**src/rtl/lbm_step_scheduler_pkg.sv**
```systemverilog
// lbm_step_scheduler_pkg: shared scheduler definitions (state encoding, widths, watchdog limit).
package lbm_step_scheduler_pkg;

    localparam int STEP_W_DEF  = 32;
    localparam int TIMEOUT_DEF = 8192;
    localparam int TO_W_DEF    = 14;

    typedef enum logic [2:0] {
        S_IDLE    = 3'd0,
        S_STREAM  = 3'd1,
        S_COLLIDE = 3'd2,
        S_SWAP    = 3'd3,
        S_HOLD    = 3'd4
    } state_e;

    function automatic logic is_phase(state_e s);
        return (s == S_STREAM) || (s == S_COLLIDE);
    endfunction

endpackage

```
**src/rtl/lbm_step_scheduler_phase_watchdog.sv**
```systemverilog
// lbm_step_scheduler_phase_watchdog: counts cycles spent in a solver phase and flags overrun.
module lbm_step_scheduler_phase_watchdog #(
    parameter int TIMEOUT = 8192,
    parameter int TO_W    = 14
) (
    input  logic clk,
    input  logic rst_n,
    input  logic clear_i,
    input  logic en_i,
    output logic expired_o
);

    logic [TO_W-1:0] cnt_q, cnt_d;

    // The clearing cycle is itself the first cycle of the phase, so restart at 1.
    always_comb begin
        cnt_d = clear_i ? TO_W'(1) : en_i ? cnt_q + 1'b1 : cnt_q;
    end

    always_ff @(posedge clk or negedge rst_n) begin
        if (!rst_n) cnt_q <= '0;
        else        cnt_q <= cnt_d;
    end

    assign expired_o = en_i && !clear_i && (cnt_q == TO_W'(TIMEOUT - 1));

endmodule

```
**src/rtl/lbm_step_scheduler.sv**
```systemverilog
// lbm_step_scheduler: sequences stream/collide/swap time steps, counts steps
// against a host target and grants host readback only at step boundaries.
module lbm_step_scheduler
    import lbm_step_scheduler_pkg::*;
#(
    parameter int STEP_W  = STEP_W_DEF,
    parameter int TIMEOUT = TIMEOUT_DEF,
    parameter int TO_W    = TO_W_DEF
) (
    input  logic              clk,
    input  logic              rst_n,
    input  logic              start_i,
    input  logic              en_i,
    input  logic [STEP_W-1:0] step_target_i,
    input  logic              stream_done_i,
    input  logic              collide_done_i,
    input  logic              host_req_i,
    output logic              stream_go_o,
    output logic              collide_go_o,
    output logic              bank_sel_o,
    output logic              host_grant_o,
    output logic [STEP_W-1:0] steps_done_o,
    output logic              busy_o,
    output logic              run_done_o,
    output logic              fault_o
);

    state_e            state_q, state_d;
    logic [STEP_W-1:0] target_q, target_d, steps_q, steps_d, steps_inc;
    logic              bank_q, bank_d, fault_q, fault_d;
    logic              sgo_q, sgo_d, cgo_q, cgo_d, rd_q, rd_d, grant_en_q;
    logic              expired;

    lbm_step_scheduler_phase_watchdog #(.TIMEOUT(TIMEOUT), .TO_W(TO_W)) u_wdog (
        .clk      (clk),
        .rst_n    (rst_n),
        .clear_i  (sgo_q | cgo_q),
        .en_i     (is_phase(state_q)),
        .expired_o(expired)
    );

    assign steps_inc = (&steps_q) ? steps_q : steps_q + 1'b1;

    always_comb begin
        state_d  = state_q;
        target_d = target_q;
        steps_d  = steps_q;
        bank_d   = bank_q;
        fault_d  = fault_q;
        sgo_d    = 1'b0;
        cgo_d    = 1'b0;
        rd_d     = 1'b0;
        case (state_q)
            S_IDLE: if (start_i) begin
                target_d = step_target_i;
                steps_d  = '0;
                fault_d  = 1'b0;
                rd_d     = (step_target_i == '0);
                sgo_d    = (step_target_i != '0);
                state_d  = (step_target_i == '0) ? S_IDLE : S_STREAM;
            end
            S_STREAM: begin
                fault_d = fault_q | expired;
                cgo_d   = !expired && stream_done_i;
                state_d = expired ? S_IDLE : stream_done_i ? S_COLLIDE : S_STREAM;
            end
            S_COLLIDE: begin
                fault_d = fault_q | expired;
                state_d = expired ? S_IDLE : collide_done_i ? S_SWAP : S_COLLIDE;
            end
            S_SWAP: begin
                bank_d  = !bank_q;
                steps_d = steps_inc;
                rd_d    = (steps_inc == target_q);
                sgo_d   = !rd_d && !host_req_i && en_i;
                state_d = rd_d ? S_IDLE : sgo_d ? S_STREAM : S_HOLD;
            end
            S_HOLD: begin
                sgo_d   = !host_req_i && en_i;
                state_d = sgo_d ? S_STREAM : S_HOLD;
            end
            default: state_d = S_IDLE;
        endcase
    end

    always_ff @(posedge clk or negedge rst_n) begin
        if (!rst_n) begin
            state_q    <= S_IDLE;
            target_q   <= '0;
            steps_q    <= '0;
            bank_q     <= 1'b0;
            fault_q    <= 1'b0;
            sgo_q      <= 1'b0;
            cgo_q      <= 1'b0;
            rd_q       <= 1'b0;
            grant_en_q <= 1'b0;
        end else begin
            state_q    <= state_d;
            target_q   <= target_d;
            steps_q    <= steps_d;
            bank_q     <= bank_d;
            fault_q    <= fault_d;
            sgo_q      <= sgo_d;
            cgo_q      <= cgo_d;
            rd_q       <= rd_d;
            grant_en_q <= (state_d == S_IDLE) || (state_d == S_HOLD);
        end
    end

    // Grant is gated by a registered boundary flag so it never rises mid-phase.
    assign host_grant_o = grant_en_q & host_req_i;
    assign stream_go_o  = sgo_q;
    assign collide_go_o = cgo_q;
    assign bank_sel_o   = bank_q;
    assign steps_done_o = steps_q;
    assign busy_o       = (state_q != S_IDLE);
    assign run_done_o   = rd_q;
    assign fault_o      = fault_q;

endmodule

```
**config.mk**
```make
export PLATFORM = sky130hd
export DESIGN_NAME = lbm_step_scheduler
export DESIGN_NICKNAME = d
export VERILOG_FILES = /design/src/rtl/lbm_step_scheduler_pkg.sv /design/src/rtl/lbm_step_scheduler_phase_watchdog.sv /design/src/rtl/lbm_step_scheduler.sv
export SDC_FILE = /design/constraint.sdc
export NUM_CORES = 1
export LEC_CHECK = 0
export ABC_AREA = 1
export CAP_MARGIN = 15
export CORE_UTILIZATION = 45
export DETAILED_ROUTE_END_ITERATION = 16
export GPL_TIMING_DRIVEN = 0
export PLACE_DENSITY = 0.65
export SYNTH_ARGS = -nofsm -noshare
export SYNTH_HDL_FRONTEND = slang
export SYNTH_HIERARCHICAL = 1
export SYNTH_SLANG_ARGS = --single-unit
export TNS_END_PERCENT = 20
```
**constraint.sdc**
```tcl
create_clock -name clk -period 2.6 [get_ports clk]
set_input_delay 0.52 -clock clk [delete_from_list [all_inputs] [get_ports clk]]
set_output_delay 0.52 -clock clk [all_outputs]
set_load 0.01 [all_outputs]
```
==> summary.txt <==
Status - completed
Area leader, netlist - dfrtp_1
Count leader, synth - nand2_1
Post-Place Cell Area - 6610 sq um
Vias in the first global route - 5,642
P_sw - 0.00219 W
Clock network area share - 0.0391
Initial antenna violation count - 0
Clock share of power - 0.242
Die Ht - 114 microns
Logic area - 3180 sq um
Cell family contributing the most delay on the critical path - simple AND/OR/NAND/NOR gates
CTS Hold Bufs - 0
Sw Share - 0.405
Slew @ Worst Pin - 795 ps
Max FO, Critical Path - 10
H-tree levels - 3
Critical Path Start Type - flop
Clock Buffer Count - 11
Signal buffers - 128
Chip width - 114 microns
Peak supply drop - 0.495 mV
Yosys Chip Area - 5610 sq um
Crit path DRT - 2880 ps
Relative slew slack - 0.470
Commonest flop - dfrtp_1
Slew Limit Fails - 0
Kind of critical path - flop to flop
Critical Path Sink Type - flop
PwrDens - 724 nW/um^2
Adder share - 0.00446
Top post-synthesis cells by area - dfrtp_1 (39%), nand2_1 (21%), nand3_1 (7.2%)
Placement Setup Slack - -486 ps
CP max stage delay - 400 ps
Core area - 12,100 sq um
Cell Count, Final, Fillers Out - 1,142
DP HPWL - 14,700 microns
Ant diodes - 0
Tool Warnings - 26
# Max-Cap Violations - 0
Combinational share of cell area - 0.427
Fin crit share - 0.967
-- path summary, 6_finish.rpt --
kind | start | end | slack, ps | depth (start not counted)
setup / recovery | steps_done_o[0] | grant_en_q | 90 | 17
hold / removal | rst_n | steps_done_o[26] | 160 | 1
setup reg to reg | steps_done_o[0] | grant_en_q | 90 | 17
hold reg to reg | bank_sel_o | bank_sel_o | 490 | 1
max in group asynchronous | rst_n | steps_done_o[2] | 1790 | 2
min in group clk | bank_sel_o | bank_sel_o | 490 | 1
-- power by group through the flow --
stage                     Sequential [W]  Clock, W  Combinational [W]
after floorplan                  0.00188         0            0.00131
after global placement           0.00195         0            0.00192
after detailed placement         0.00196         0            0.00196
after CTS                        0.00192   0.00132            0.00202
after global routing             0.00197   0.00137            0.00238
final                            0.00194   0.00131            0.00216
-- per-layer routing --
layer | share of wire | GRT usage
met5 | 0 | 0
met4 | 0.026 | 0.132
met3 | 0.069 | 0.0446
met2 | 0.45 | 0.467
met1 | 0.45 | 0.422
-- placed cells by master (no fill, tap or decap), drive strengths merged, types with 2 or more instances in the layout --
master / instances
ha: 2
dfrtp: 87
o21ai: 65
nand3b: 9
a21oi: 10
nand3: 85
nand4: 13
nor4: 8
clkinvlp: 2
o22ai: 7
nor3b: 3
clkinv: 5
nand2: 328
clkdlybuf4s50: 76
buf: 38
xor2: 7
clkbuf: 25
nor2: 92
inv: 97
nor3: 10
-- flip-flops by register name, summed over array words and instances (netlist names), 3 cells and up --
register / cells
u_wdog/cnt_q: 14
target_q: 32
state_q: 3
steps_done_o: 32
-- kinds of logic (layout without fill, tap and decap cells) --
family / after synthesis / count (layout)
XOR/XNOR: 8 / 8
AND-OR/OR-AND: 84 / 84
buffers and inverters: 121 / 244
AND/OR/NAND/NOR: 548 / 549
flip-flops: 87 / 87
adder cells (fa/ha/maj): 2 / 2
final_placement.png
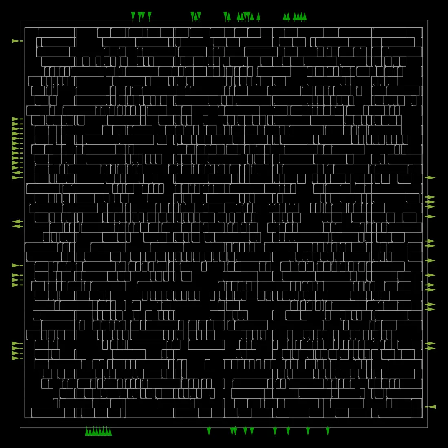
Cell Rows: 40
fillers: 1,168
Final Util: 0.618

met1.png
Drawn at 4 px/micron. Supply wires on this layer in grey.
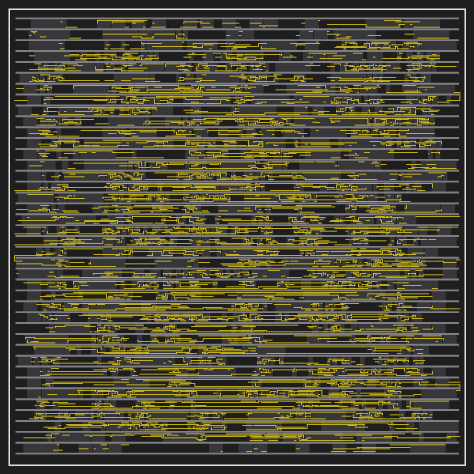
main direction = horizontal
longest straight run = 61.2 microns
final WL: 19,200 microns
Global Route met1 Usage: 0.422
via count: 6,097

Power is estimated from default activity; no workload was simulated.
